[config.mk]
export PLATFORM = sky130hd
export DESIGN_NAME = ifetch
export DESIGN_NICKNAME = d
export VERILOG_FILES = /design/src/rtl/ifetch.sv
export SDC_FILE = /design/constraint.sdc
export NUM_CORES = 1
export LEC_CHECK = 0
export ABC_CLOCK_PERIOD_IN_PS = 2100
export CORE_ASPECT_RATIO = 0.9
export CORE_MARGIN = 2
export CORE_UTILIZATION = 44
export DETAILED_ROUTE_END_ITERATION = 6
export MAX_ROUTING_LAYER = met4
export PLACE_DENSITY_LB_ADDON = 0.08
export SLEW_MARGIN = 20
export SYNTH_ARGS = -nofsm -noshare
export SYNTH_HDL_FRONTEND = slang
export SYNTH_SLANG_ARGS = --single-unit
export TNS_END_PERCENT = 20
[constraint.sdc]
create_clock -name clk -period 2.1 [get_ports clk]
set_clock_uncertainty 0.1 [all_clocks]
set_input_delay 0.21 -clock clk [delete_from_list [all_inputs] [get_ports clk]]
set_output_delay 0.21 -clock clk [all_outputs]
set_load 0.03 [all_outputs]
[src/rtl/ifetch.sv]
// Instruction fetch stage: PC, IM_ID/ID_EX next-PC pipeline, fetch counter.
// Define IM_WAIT_EN to add the im_rdy handshake, FETCH/WAIT machine and timeout flag.
module ifetch (
    input  logic        clk,
    input  logic        rst_n,
    input  logic        stall_IM_ID,
    input  logic        flow_change_ID_EX,
    input  logic [15:0] dst_ID_EX,
    output logic [15:0] iaddr,
    input  logic [31:0] im_rdata,
    input  logic        im_rdy,
    output logic [31:0] instr,
    output logic [15:0] nxt_pc_ID_EX,
    output logic [31:0] fetch_cnt,
    output logic        im_err
);

    localparam logic [31:0] NOP = 32'h0000_B000;

    logic [15:0] r_pc;
    logic [15:0] r_nxt_pc_im_id;
    logic [15:0] r_nxt_pc_id_ex;
    logic [31:0] r_fetch_cnt;
    logic [15:0] w_pc_inc;
    logic        w_vf;

    assign w_pc_inc = r_pc + 16'd1;

`ifdef IM_WAIT_EN
    typedef enum logic {
        S_FETCH = 1'b0,
        S_WAIT  = 1'b1
    } state_t;

    state_t      r_state;
    state_t      w_state_nxt;
    logic        w_wait_stay;
    logic [7:0]  r_wait_cnt;
    logic        r_im_err;

    // State register
    always_ff @(posedge clk or negedge rst_n) begin
        if (!rst_n) begin
            r_state <= S_FETCH;
        end else begin
            r_state <= w_state_nxt;
        end
    end

    // Next state: a redirect always lands in FETCH so the new address is retried
    always_comb begin
        w_state_nxt = r_state;
        case (r_state)
            S_FETCH: begin
                if (!im_rdy && !flow_change_ID_EX) w_state_nxt = S_WAIT;
                else                               w_state_nxt = S_FETCH;
            end
            S_WAIT: begin
                if (im_rdy || flow_change_ID_EX) w_state_nxt = S_FETCH;
                else                             w_state_nxt = S_WAIT;
            end
            default: w_state_nxt = S_FETCH;
        endcase
    end

    // Outputs: ready data in WAIT is the return-to-FETCH cycle and is delivered
    always_comb begin
        w_vf        = 1'b0;
        w_wait_stay = 1'b0;
        case (r_state)
            S_FETCH: begin
                w_vf        = im_rdy;
                w_wait_stay = 1'b0;
            end
            S_WAIT: begin
                w_vf        = im_rdy;
                w_wait_stay = !im_rdy && !flow_change_ID_EX;
            end
            default: begin
                w_vf        = 1'b0;
                w_wait_stay = 1'b0;
            end
        endcase
    end

    // Consecutive-wait counter and sticky timeout flag
    always_ff @(posedge clk or negedge rst_n) begin
        if (!rst_n) begin
            r_wait_cnt <= 8'd0;
            r_im_err   <= 1'b0;
        end else begin
            if (w_wait_stay) begin
                if (r_wait_cnt != 8'hFF) r_wait_cnt <= r_wait_cnt + 8'd1;
                else                     r_wait_cnt <= r_wait_cnt;
            end else begin
                r_wait_cnt <= 8'd0;
            end
            if (w_wait_stay && (r_wait_cnt == 8'hFE)) r_im_err <= 1'b1;
            else                                      r_im_err <= r_im_err;
        end
    end

    assign im_err = r_im_err;
`else
    logic w_unused_im_rdy;

    assign w_unused_im_rdy = im_rdy;
    assign w_vf            = 1'b1;
    assign im_err          = 1'b0;
`endif

    // PC, next-PC pipeline and accepted-fetch counter
    always_ff @(posedge clk or negedge rst_n) begin
        if (!rst_n) begin
            r_pc           <= 16'h0000;
            r_nxt_pc_im_id <= 16'h0001;
            r_nxt_pc_id_ex <= 16'h0000;
            r_fetch_cnt    <= 32'd0;
        end else begin
            if (flow_change_ID_EX) r_pc <= dst_ID_EX;
            else if (stall_IM_ID)  r_pc <= r_pc;
            else if (w_vf)         r_pc <= w_pc_inc;
            else                   r_pc <= r_pc;

            // NOP slots carry PC+1 as well, so only a stall freezes this stage
            if (stall_IM_ID) r_nxt_pc_im_id <= r_nxt_pc_im_id;
            else             r_nxt_pc_im_id <= w_pc_inc;

            r_nxt_pc_id_ex <= r_nxt_pc_im_id;

            if (w_vf && !stall_IM_ID && !flow_change_ID_EX) r_fetch_cnt <= r_fetch_cnt + 32'd1;
            else                                            r_fetch_cnt <= r_fetch_cnt;
        end
    end

    // Instruction mux to decode
    always_comb begin
        if (w_vf) instr = im_rdata;
        else      instr = NOP;
    end

    assign iaddr        = r_pc;
    assign nxt_pc_ID_EX = r_nxt_pc_id_ex;
    assign fetch_cnt    = r_fetch_cnt;

endmodule
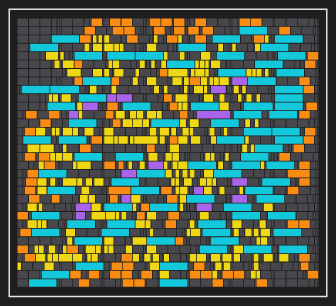
*Placement by cell class*
Fill, decap, tap and diode cells in gray.
[purple] clock drivers and dummy loads | cells: 16
[yellow] all other logic | cells: 237
[orange] other buffers and delay cells | cells: 102
[cyan] flops | cells: 80

==> job_summary.md <==
## PnR job results

| Metric | Value |
|---|---|
| CP top delay family | `simple AND/OR/NAND/NOR gates` |
| XORs/XNORs by Area | `about an eighth` |
| FP Util | `between 40% and 50%` |
| Worst Hold Endpoint | `r_nxt_pc_im_id[0]$_DFFE_PN1N_` |
| Hold Worst Slack | `232 ps` |
| Slowest stage cell on the critical path | `or4_1` |
| CTS clk-pin slew, worst paths | `90 ps` |
| Mux share | `0.852%` |
| Largest cells by area | `dfrtp_1, xnor2_1, buf_4` |
| Clk sinks | `80` |
| Status | `finished clean` |
| Reg area | `2000 um^2` |
| Top achievable clock speed | `0.506 GHz` |
| Post-Synth Simple-Gate Area | `19.7%` |
| Place WS | `around 63 ps` |
| Internal power | `2740 uW` |
| Routability cong. | `approximately 0.83` |
| Seq pwr share | `46.7%` |
| Pwr top | `sequential cells` |
| Antenna diodes | `0` |
| Top cell type by instance count after synthesis | `dfrtp_1` |
| Largest net degree at the start of global routing | `around 54` |
| Number of enable flip-flop cells | `0` |
| Top cell excl fill/tap | `clkdlybuf4s50_1` |
| CP required | `about 2300 ps` |
| # DRC | `0` |
| Yosys cell types | `36` |
| Die area | `between 9000 and 10000 um^2` |
| CP endpoint | `fetch_cnt[16]$_DFFE_PN0P_` |
| Die Ht | `92.4 um` |
| Syn. warnings | `0` |
| Area leader, netlist | `dfrtp_1` |
| Buffer and inverter count on the worst path | `0` |
| Critical path cell sequence | `ha_1 > nand2_1 > or4_1 > nor3_1 > xor2_1` |
| CP Max Fanout | `5` |
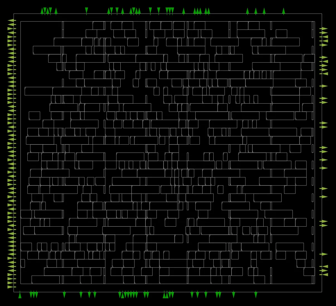
*Cell outlines without signal wires*
registers: 80
# rows: 32
Tapcells: 119
Non-Filler Instances: 554
Core ar.: 8490 um^2

==> cell type report <==
| type | count | share of cell area [%] |
|---|---|---|
| Multi-Input combinational cell | 228 | 30.2 |
| Inverter | 9 | 0.695 |
| Clock buffer | 10 | 2.83 |
| Tap cell | 119 | 3.06 |
| Clock inverter | 6 | 1.52 |
| Sequential cell | 80 | 41.2 |
| Timing Repair Buffer | 102 | 20.4 |
==> layer usage <==
layer / routed length [um] / global-route usage, %
met5: 0 / -
met1: 4060 / 27.3
met4: 148 / 6.22
met3: 457 / 5.51
met2: 3570 / 26.5
==> flip-flops by register name (all words and copies together), names as in the netlist <==
name            flops
iaddr              16
fetch_cnt          32
nxt_pc_ID_EX       16
r_nxt_pc_im_id     16
Power figures rest on the tool's default switching activity, not on a simulated workload.
